File: config.mk
export PLATFORM = sky130hd
export DESIGN_NAME = reaction_round_scheduler_flat
export DESIGN_NICKNAME = d
export VERILOG_FILES = /design/src/rtl/reaction_round_scheduler_pkg.sv /design/src/rtl/reaction_round_scheduler_if.sv /design/src/rtl/reaction_round_scheduler_lfsr16.sv /design/src/rtl/reaction_round_scheduler.sv /design/src/flat_wrapper.sv
export SDC_FILE = /design/constraint.sdc
export NUM_CORES = 1
export LEC_CHECK = 0
export CORE_MARGIN = 5
export CORE_UTILIZATION = 51
export CTS_CLUSTER_SIZE = 8
export DETAILED_ROUTE_END_ITERATION = 10
export PLACE_DENSITY = 0.77
export SETUP_SLACK_MARGIN = 0.05
export SYNTH_ARGS = -nofsm -noshare
export SYNTH_HDL_FRONTEND = slang
export SYNTH_HIERARCHICAL = 1
export SYNTH_SLANG_ARGS = --single-unit
File: constraint.sdc
create_clock -name clk -period 3.4 [get_ports clk]
set_input_delay 0.34 -clock clk [delete_from_list [all_inputs] [get_ports clk]]
set_output_delay 0.34 -clock clk [all_outputs]
set_load 0.02 [all_outputs]
File: src/rtl/reaction_round_scheduler_pkg.sv
// Shared definitions for the reaction round scheduler:
// FSM state enumeration, LFSR seed/taps and the LFSR step function.
package reaction_round_scheduler_pkg;

    typedef enum logic [2:0] {
        ST_IDLE,
        ST_DELAY,
        ST_MEASURE,
        ST_SHOW,
        ST_FOUL,
        ST_DONE
    } state_t;

    localparam logic [15:0] LFSR_SEED = 16'hACE1;
    // Maximal-length polynomial x^16 + x^14 + x^13 + x^11 + 1 (right-shift Galois form)
    localparam logic [15:0] LFSR_TAPS = 16'hB400;

    function automatic logic [15:0] lfsr_next(input logic [15:0] q);
        return q[0] ? ((q >> 1) ^ LFSR_TAPS) : (q >> 1);
    endfunction

endpackage

File: src/rtl/reaction_round_scheduler_if.sv
// Button/tick inputs and game status outputs of the reaction round scheduler.
// Optional feature macro: ROUND_AVERAGE_EN adds the avg_ms signal.
interface reaction_round_scheduler_if;

    logic        tick_1ms;
    logic        start_btn;
    logic        react_btn;
    logic        led_on;
    logic        digits_on;
    logic        busy;
    logic [2:0]  round_idx;
    logic [15:0] result_ms;
    logic        result_valid;
    logic [15:0] best_ms;
    logic        false_start;
    logic        done;
`ifdef ROUND_AVERAGE_EN
    logic [15:0] avg_ms;
`endif

    modport master (
        output tick_1ms, start_btn, react_btn,
        input  led_on, digits_on, busy, round_idx, result_ms, result_valid,
        input  best_ms, false_start, done
`ifdef ROUND_AVERAGE_EN
        , input avg_ms
`endif
    );

    modport slave (
        input  tick_1ms, start_btn, react_btn,
        output led_on, digits_on, busy, round_idx, result_ms, result_valid,
        output best_ms, false_start, done
`ifdef ROUND_AVERAGE_EN
        , output avg_ms
`endif
    );

endinterface

File: src/rtl/reaction_round_scheduler_lfsr16.sv
// Free-running 16-bit Galois LFSR used to randomise the pre-stimulus delay.
module lfsr16
    import reaction_round_scheduler_pkg::*;
(
    input  logic        clk,
    input  logic        reset,
    output logic [15:0] q
);

    logic [15:0] q_reg;

    // Advance one step every clock; a non-zero seed keeps it off the all-zero lockup state
    always_ff @(posedge clk or posedge reset) begin
        if (reset) begin
            q_reg <= LFSR_SEED;
        end else begin
            q_reg <= lfsr_next(q_reg);
        end
    end

    assign q = q_reg;

endmodule

File: src/rtl/reaction_round_scheduler.sv
// Reaction-time game sequencer: random delay, stimulus LED, timed capture,
// result display, false-start handling and best-of-series tracking.
// Optional feature macro: ROUND_AVERAGE_EN (series average on avg_ms).
module reaction_round_scheduler
    import reaction_round_scheduler_pkg::*;
#(
    parameter int NUM_ROUNDS       = 4,
    parameter int MIN_DELAY_MS     = 1000,
    parameter int DELAY_RANGE_LOG2 = 11,
    parameter int SHOW_MS          = 2000,
    parameter int MAX_MS           = 9999
) (
    input logic                   clk,
    input logic                   reset,
    reaction_round_scheduler_if.slave bus
);

    localparam logic [15:0] MAX_VAL    = 16'(MAX_MS);
    localparam logic [15:0] SHOW_LAST  = 16'(SHOW_MS - 1);
    localparam logic [2:0]  LAST_ROUND = 3'(NUM_ROUNDS - 1);
    localparam int          AVG_SHIFT  = $clog2(NUM_ROUNDS);

    state_t      state_reg;
    logic [15:0] delay_cnt_reg;
    logic [15:0] ms_cnt_reg;
    logic [15:0] show_cnt_reg;
    logic        start_prev_reg;
    logic        react_prev_reg;
    logic        led_on_reg;
    logic        digits_on_reg;
    logic        busy_reg;
    logic        result_valid_reg;
    logic        false_start_reg;
    logic        done_reg;
    logic [2:0]  round_idx_reg;
    logic [15:0] result_ms_reg;
    logic [15:0] best_ms_reg;

    logic [15:0] lfsr_q;
    logic [15:0] delay_load;
    logic        start_edge;
    logic        react_edge;
    logic        start_go;
    logic        capture;
    logic [15:0] capture_val;
    logic        show_exit;

    lfsr16 u_lfsr (
        .clk   (clk),
        .reset (reset),
        .q     (lfsr_q)
    );

    assign delay_load  = 16'(MIN_DELAY_MS) + 16'(lfsr_q[DELAY_RANGE_LOG2-1:0]);
    assign start_edge  = bus.start_btn & ~start_prev_reg;
    assign react_edge  = bus.react_btn & ~react_prev_reg;
    assign start_go    = ((state_reg == ST_IDLE) || (state_reg == ST_DONE)) && start_edge;
    // A react edge wins over a coincident tick so the pre-increment count is captured
    assign capture     = (state_reg == ST_MEASURE) &&
                         (react_edge || (bus.tick_1ms && (ms_cnt_reg >= MAX_VAL - 16'd1)));
    assign capture_val = react_edge ? ms_cnt_reg : MAX_VAL;
    assign show_exit   = (state_reg == ST_SHOW) && bus.tick_1ms && (show_cnt_reg == SHOW_LAST);

    // Game FSM with all status outputs registered alongside the state
    always_ff @(posedge clk or posedge reset) begin
        if (reset) begin
            state_reg        <= ST_IDLE;
            delay_cnt_reg    <= '0;
            ms_cnt_reg       <= '0;
            show_cnt_reg     <= '0;
            start_prev_reg   <= 1'b0;
            react_prev_reg   <= 1'b0;
            led_on_reg       <= 1'b0;
            digits_on_reg    <= 1'b0;
            busy_reg         <= 1'b0;
            result_valid_reg <= 1'b0;
            false_start_reg  <= 1'b0;
            done_reg         <= 1'b0;
            round_idx_reg    <= '0;
            result_ms_reg    <= '0;
            best_ms_reg      <= MAX_VAL;
        end else begin
            start_prev_reg   <= bus.start_btn;
            react_prev_reg   <= bus.react_btn;
            result_valid_reg <= 1'b0;
            case (state_reg)
                ST_IDLE, ST_DONE: begin
                    if (start_go) begin
                        round_idx_reg <= '0;
                        best_ms_reg   <= MAX_VAL;
                        delay_cnt_reg <= delay_load;
                        busy_reg      <= 1'b1;
                        done_reg      <= 1'b0;
                        digits_on_reg <= 1'b0;
                        state_reg     <= ST_DELAY;
                    end
                end
                ST_DELAY: begin
                    if (react_edge) begin
                        led_on_reg      <= 1'b0;
                        false_start_reg <= 1'b1;
                        show_cnt_reg    <= '0;
                        state_reg       <= ST_FOUL;
                    end else if (bus.tick_1ms) begin
                        if (delay_cnt_reg != 16'd0) begin
                            delay_cnt_reg <= delay_cnt_reg - 16'd1;
                        end
                        if (delay_cnt_reg <= 16'd1) begin
                            ms_cnt_reg <= '0;
                            led_on_reg <= 1'b1;
                            state_reg  <= ST_MEASURE;
                        end
                    end
                end
                ST_MEASURE: begin
                    if (capture) begin
                        result_ms_reg    <= capture_val;
                        result_valid_reg <= 1'b1;
                        led_on_reg       <= 1'b0;
                        digits_on_reg    <= 1'b1;
                        show_cnt_reg     <= '0;
                        if (capture_val < best_ms_reg) begin
                            best_ms_reg <= capture_val;
                        end
                        state_reg <= ST_SHOW;
                    end else if (bus.tick_1ms && (ms_cnt_reg < MAX_VAL)) begin
                        ms_cnt_reg <= ms_cnt_reg + 16'd1;
                    end
                end
                ST_SHOW: begin
                    if (show_exit) begin
                        show_cnt_reg <= '0;
                        if (round_idx_reg == LAST_ROUND) begin
                            done_reg      <= 1'b1;
                            digits_on_reg <= 1'b1;
                            state_reg     <= ST_DONE;
                        end else begin
                            digits_on_reg <= 1'b0;
                            round_idx_reg <= round_idx_reg + 3'd1;
                            delay_cnt_reg <= delay_load;
                            state_reg     <= ST_DELAY;
                        end
                    end else if (bus.tick_1ms) begin
                        show_cnt_reg <= show_cnt_reg + 16'd1;
                    end
                end
                ST_FOUL: begin
                    if (bus.tick_1ms) begin
                        if (show_cnt_reg == SHOW_LAST) begin
                            false_start_reg <= 1'b0;
                            busy_reg        <= 1'b0;
                            show_cnt_reg    <= '0;
                            state_reg       <= ST_IDLE;
                        end else begin
                            show_cnt_reg <= show_cnt_reg + 16'd1;
                        end
                    end
                end
                default: begin
                    state_reg <= ST_IDLE;
                end
            endcase
        end
    end

    // The randomiser must never lock up in the all-zero state
    assert property (@(posedge clk) disable iff (reset) lfsr_q != 16'h0000);

`ifdef ROUND_AVERAGE_EN
    logic [18:0] sum_reg;
    logic [15:0] avg_ms_reg;

    // Accumulate each capture; publish the average as the series completes
    always_ff @(posedge clk or posedge reset) begin
        if (reset) begin
            sum_reg    <= '0;
            avg_ms_reg <= '0;
        end else if (start_go) begin
            sum_reg    <= '0;
            avg_ms_reg <= '0;
        end else if (capture) begin
            sum_reg <= sum_reg + 19'(capture_val);
        end else if (show_exit && (round_idx_reg == LAST_ROUND)) begin
            avg_ms_reg <= 16'(sum_reg >> AVG_SHIFT);
        end
    end

    assign bus.avg_ms = avg_ms_reg;
`endif

    assign bus.led_on       = led_on_reg;
    assign bus.digits_on    = digits_on_reg;
    assign bus.busy         = busy_reg;
    assign bus.round_idx    = round_idx_reg;
    assign bus.result_ms    = result_ms_reg;
    assign bus.result_valid = result_valid_reg;
    assign bus.best_ms      = best_ms_reg;
    assign bus.false_start  = false_start_reg;
    assign bus.done         = done_reg;

endmodule

File: src/flat_wrapper.sv
// flat-port wrapper written by rule: the top's interface ports become plain ports
module reaction_round_scheduler_flat import reaction_round_scheduler_pkg::*;
#(
    parameter int NUM_ROUNDS       = 4,
    parameter int MIN_DELAY_MS     = 1000,
    parameter int DELAY_RANGE_LOG2 = 11,
    parameter int SHOW_MS          = 2000,
    parameter int MAX_MS           = 9999
)
  (clk, reset, bus_tick_1ms, bus_start_btn, bus_react_btn, bus_led_on, bus_digits_on, bus_busy, bus_round_idx, bus_result_ms, bus_result_valid, bus_best_ms, bus_false_start, bus_done);
  reaction_round_scheduler_if bus_i ();
  input logic clk;
  input logic reset;
  input wire logic [$bits(bus_i.tick_1ms)-1:0] bus_tick_1ms;
  input wire logic [$bits(bus_i.start_btn)-1:0] bus_start_btn;
  input wire logic [$bits(bus_i.react_btn)-1:0] bus_react_btn;
  output wire logic [$bits(bus_i.led_on)-1:0] bus_led_on;
  output wire logic [$bits(bus_i.digits_on)-1:0] bus_digits_on;
  output wire logic [$bits(bus_i.busy)-1:0] bus_busy;
  output wire logic [$bits(bus_i.round_idx)-1:0] bus_round_idx;
  output wire logic [$bits(bus_i.result_ms)-1:0] bus_result_ms;
  output wire logic [$bits(bus_i.result_valid)-1:0] bus_result_valid;
  output wire logic [$bits(bus_i.best_ms)-1:0] bus_best_ms;
  output wire logic [$bits(bus_i.false_start)-1:0] bus_false_start;
  output wire logic [$bits(bus_i.done)-1:0] bus_done;
  assign bus_i.tick_1ms = bus_tick_1ms;
  assign bus_i.start_btn = bus_start_btn;
  assign bus_i.react_btn = bus_react_btn;
  assign bus_led_on = bus_i.led_on;
  assign bus_digits_on = bus_i.digits_on;
  assign bus_busy = bus_i.busy;
  assign bus_round_idx = bus_i.round_idx;
  assign bus_result_ms = bus_i.result_ms;
  assign bus_result_valid = bus_i.result_valid;
  assign bus_best_ms = bus_i.best_ms;
  assign bus_false_start = bus_i.false_start;
  assign bus_done = bus_i.done;
  reaction_round_scheduler #(.NUM_ROUNDS(NUM_ROUNDS), .MIN_DELAY_MS(MIN_DELAY_MS), .DELAY_RANGE_LOG2(DELAY_RANGE_LOG2), .SHOW_MS(SHOW_MS), .MAX_MS(MAX_MS)) u_core (.clk(clk), .reset(reset), .bus(bus_i));
endmodule
run_1/met1.png
(3 px per um) Supply wires on this layer in grey.
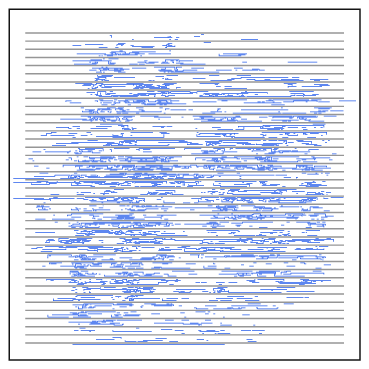
longest straight run: 50.6 um
nets with wire on the layer: 617
main direction: horizontal
Post-Route WL: 13.8 mm
via total after detailed routing: 4844
Global Route met1 Usage: 28.2%

run_1/met2.png
(2 px per um) Cells faint in the background.
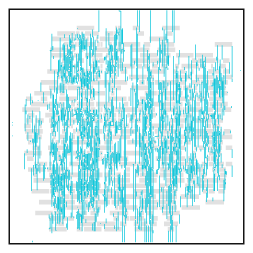
nets with wire on the layer: 588
wire length on this layer: 6970 um
main direction: vertical
longest straight run: 48.3 um

==> ci_impl_report.md, run 1 <==
### Flow metrics

| Metric | Value |
|---|---|
| Routability Congestion | `0.865` |
| Area added between synthesis and finish | `16.7%` |
| Synth Seq Share | `between 40% and 50%` |
| Top logic cells by instance count in the layout | `dfrtp_1, clkdlybuf4s50_1, nand2_1, nor2_1, a21oi_1` |
| Multi-input gate share of the layout cell area | `roughly two fifths` |
| Prevailing logic family in the synthesized netlist | `simple AND/OR/NAND/NOR gates` |
| Yosys Warn Count | `6` |
| Master of the slowest instance on the critical path | `or4_1` |
| Die height | `116 um` |
| Top logic cell by instance count in the layout | `dfrtp_1` |
| Buffers, non-clock | `between 50 and 60` |
| Clock group power | `about 1.2 mW` |
| Maximum net fanout on the critical path | `15` |
| Detailed placer's ending HPWL | `around 9.6 mm` |
| Uppermost metal layer occupied by signal nets | `met4` |
| Req. time, crit path | `3.65 ns` |
| Power Total | `about 2.7 mW` |
| Initial drt markers | `roughly 420` |
| Area after DPL | `6400 um2` |
| Result of the run | `finished, final reports clean` |
| P_sw | `between 600 and 700 uW` |
| Clock Power Share | `approximately 45%` |
| Setup repair after global routing missed its margin | `no` |
| TAP cells | `~140` |
| Wire length of the first global-routing pass | `about 24 mm` |
| Multiplexer area fraction after synthesis | `less than 1%` |
| Combined global-route utilization of all metal layers | `~22%` |
| Post-DR vias/cell | `6.19` |
| Post-CTS clock slew at the launch and capture registers of the worst setup and hold paths | `about 0.070 ns` |
| Final tally of setup violations | `0` |
| Syn Inst Count | `597` |
| Critical path class | `reg2reg` |
| Slew at the pin closest to its max-slew limit | `approximately 0.84 ns` |
| Sum of routed wire segments on met1 | `5.79 mm` |
run_1/met3.png
(3 px per um)
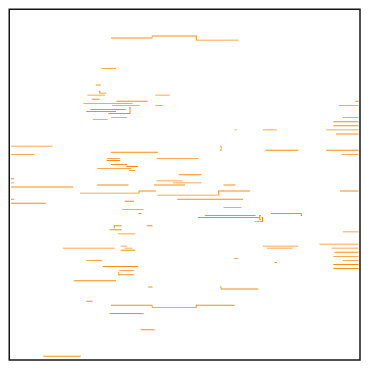
longest straight run: 21.6 um
wire length on this layer: 791 um

run_1/met4.png
(3 px per um) Supply wires on this layer in grey.
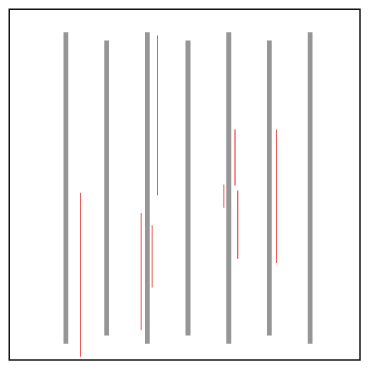
share of all routed wire: 1.9%
wire length on this layer: 259 um
main direction: vertical

run_1/final_placement.png
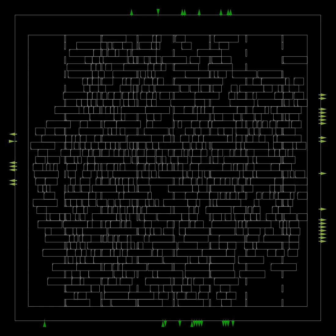

==> run 2, diff against run 1 <==
--- a/config.mk
+++ b/config.mk
@@ -9,6 +9,7 @@
 export CORE_UTILIZATION = 51
 export CTS_CLUSTER_SIZE = 8
 export DETAILED_ROUTE_END_ITERATION = 10
+export MAX_ROUTING_LAYER = met4
 export PLACE_DENSITY = 0.77
 export SETUP_SLACK_MARGIN = 0.05
 export SYNTH_ARGS = -nofsm -noshare
run_2/final_placement.png
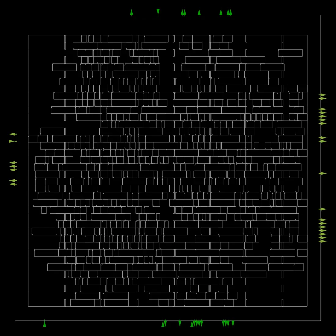
flip-flops: 110
total core area: 11000 um2

run_2/met2.png
(2 px per um) Cells faint in the background.
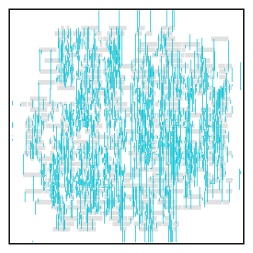
longest straight run: 43.9 um
nets with wire on the layer: 580
main direction: vertical
share of all routed wire: 49%

run_2/met4.png
(3 px per um) Supply wires on this layer in grey.
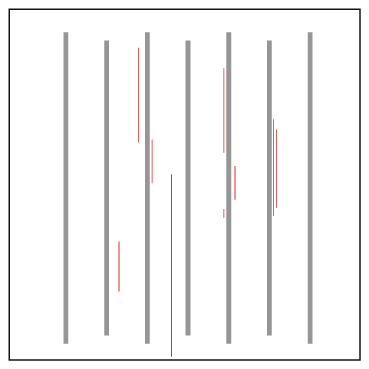
longest straight run: 60.5 um
share of all routed wire: 1.6%

==> run 2 against run 1 <==
  * Clock power down about 10%
  * Critical path type unchanged
  * Hold slack hardly changed
  * Register-to-register slack better by 0.12 ns
==> ci_impl_report.md, run 2 <==
### Flow metrics

| Metric | Value |
|---|---|
| Worst-path cell chain | `or4_1, or4_1, o21ai_2, o311a_1, o21ai_0, a22o_1` |
| Combined global-route utilization of all metal layers | `between 20% and 30%` |
| Top logic cells by instance count in the layout | `dfrtp_1, clkdlybuf4s50_1, nand2_1, nor2_1, a21oi_1` |
| Maximum net fanout on the critical path | `15` |
| Yosys Warn Count | `6` |
| Critical path class | `reg2reg` |
| Post-DR vias/cell | `6.08` |
| Initial drt markers | `around 400` |
| Synth top cells by count | `dfrtp_1, nand2_1, nor2_1, a21oi_1, inv_1` |
| Synth Seq Share | `48.0%` |
| CP startpoint kind | `register` |
| P_sw | `just under 600 uW` |
| Prevailing logic family in the synthesized netlist | `simple AND/OR/NAND/NOR gates` |
| Area added between synthesis and finish | `16.0%` |
| Master of the slowest instance on the critical path | `or4_1` |
| Syn Inst Count | `between 500 and 600` |
| Chip area line of the yosys report | `a little under 6000 um2` |
| Routability Congestion | `between 0.8 and 0.9` |
| Post-CTS clock slew at the launch and capture registers of the worst setup and hold paths | `~0.070 ns` |
| Detailed placer's ending HPWL | `roughly 9.6 mm` |
| Multi-input gate share of the layout cell area | `around two fifths` |
| Final tally of setup violations | `0` |
| Buffer type at the clock tree root | `clkbuf_16` |
| Yosys top cell by instances | `dfrtp_1` |
| Power Total | `about 2.6 mW` |
| TAP cells | `between 100 and 150` |
| Slew at the pin closest to its max-slew limit | `between 0.8 and 0.9 ns` |
| Multiplexer area fraction after synthesis | `0.888%` |
| Worst setup slack after placement | `0.312 ns` |
| Via total after detailed routing | `approximately 4800` |
| Worst EP arrival | `about 3.1 ns` |
| Clock group power | `approximately 1.1 mW` |
| Number of logic stages on the critical path including buffering | `6` |
| Crit path to | `u_core/delay_cnt_reg[8]$_DFFE_PP0P_` |
| Wire length of the first global-routing pass | `around 23 mm` |
| Top logic cell by instance count in the layout | `dfrtp_1` |
| Area after DPL | `~6400 um2` |
| Post-Route WL | `approximately 14 mm` |
| Result of the run | `finished, final reports clean` |
| Clock Power Share | `between 40% and 50%` |
| Number of buffers inserted by post-CTS setup repair | `0` |
run_2/met1.png
(3 px per um) Supply wires on this layer in grey.
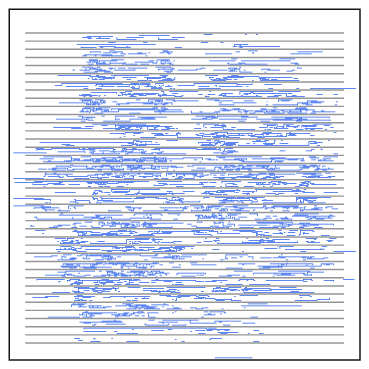

==> run 3, diff against run 2 <==
==> constraint.sdc (replaced) <==
create_clock -name clk -period 2.85 [get_ports clk]
set_input_delay 0.285 -clock clk [delete_from_list [all_inputs] [get_ports clk]]
set_output_delay 0.285 -clock clk [all_outputs]
set_load 0.02 [all_outputs]
run_3/met1.png
(3 px per um) Supply wires on this layer in grey.
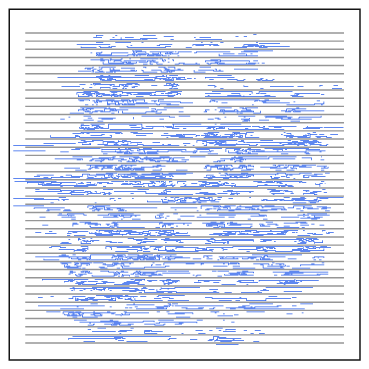
longest straight run: 33.1 um
main direction: horizontal

run_3/met2.png
(2 px per um) Cells faint in the background.
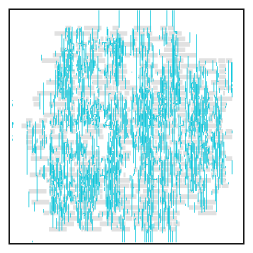
main direction: vertical
share of all routed wire: 51%

==> run 3 against run 2 <==
  * Die area stayed put
  * Largest power group unchanged
  * Count of clock-buffer cells in the layout down 3
  * Clock skew down 0.0014 ns
  * Power rose by 22%
  * Critical path depth up 1
  * Utilization grew 1.7 points
  * Highest routed layer unchanged
  * Sequential power increased by 19%
  * Synthesized cell count unchanged
  * Sequential share of layout area decreased by 1.1 points
==> ci_impl_report.md, run 3 <==
### Flow metrics

| Metric | Value |
|---|---|
| Post-Route WL | `about 14 mm` |
| Setup repair after global routing missed its margin | `yes` |
| Top logic cell by instance count in the layout | `dfrtp_1` |
| Die height | `roughly 120 um` |
| Synth top cells by count | `dfrtp_1, nand2_1, nor2_1, a21oi_1, inv_1` |
| Req. time, crit path | `about 3 ns` |
| Total core area | `roughly 11000 um2` |
| Flip-flops | `roughly 110` |
| Buffers, non-clock | `80` |
| Cell Type Count | `approximately 65` |
| Wire length of the first global-routing pass | `24.3 mm` |
| Master of the slowest instance on the critical path | `or4_4` |
| Number of buffers inserted by post-CTS setup repair | `0` |
| Routability Congestion | `around 0.9` |
| Clock group power | `1.33 mW` |
| Prevailing logic family in the synthesized netlist | `simple AND/OR/NAND/NOR gates` |
| Top logic cells by instance count in the layout | `dfrtp_1, clkdlybuf4s50_1, nand2_1, nor2_1, buf_4` |
| Number of logic stages on the critical path including buffering | `7` |
| Post-DR vias/cell | `6.14` |
| Clock Power Share | `between 40 and 50%` |
| Uppermost metal layer occupied by signal nets | `met4` |
| Final tally of setup violations | `0` |
| Via total after detailed routing | `~4900` |
| P_sw | `~760 uW` |
| Area added between synthesis and finish | `19.2%` |
| Result of the run | `finished, final reports clean` |
| Area after DPL | `6560 um2` |
| TAP cells | `around 140` |
| Synth Seq Share | `roughly 48%` |
| Multiplexer area fraction after synthesis | `less than 1%` |
| Crit path to | `u_core/delay_cnt_reg[4]$_DFFE_PP0P_` |
| Worst EP arrival | `2.95 ns` |
| Initial drt markers | `between 400 and 500` |
| Global Route met1 Usage | `between 20% and 30%` |
| Yosys Warn Count | `6` |
| Detailed placer's ending HPWL | `approximately 10 mm` |
| Worst-path cell chain | `or4_1, or4_4, o21ai_2, o311a_1, buf_4, a21oi_1, a311oi_1` |
| Type of destination of the critical path | `register` |
| Buffer type at the clock tree root | `clkbuf_16` |
| Slew at the pin closest to its max-slew limit | `0.829 ns` |
| Multi-input gate share of the layout cell area | `between 40% and 50%` |
run_3/met3.png
(3 px per um)
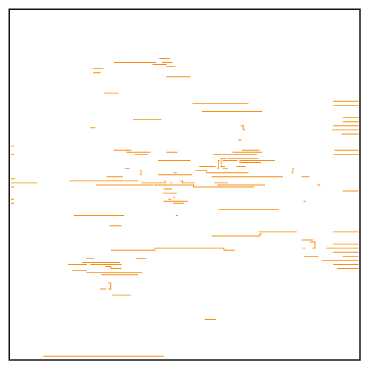
share of all routed wire: 5.7%
longest straight run: 39.8 um
nets with wire on the layer: 87

Power and IR drop assume default switching activity.
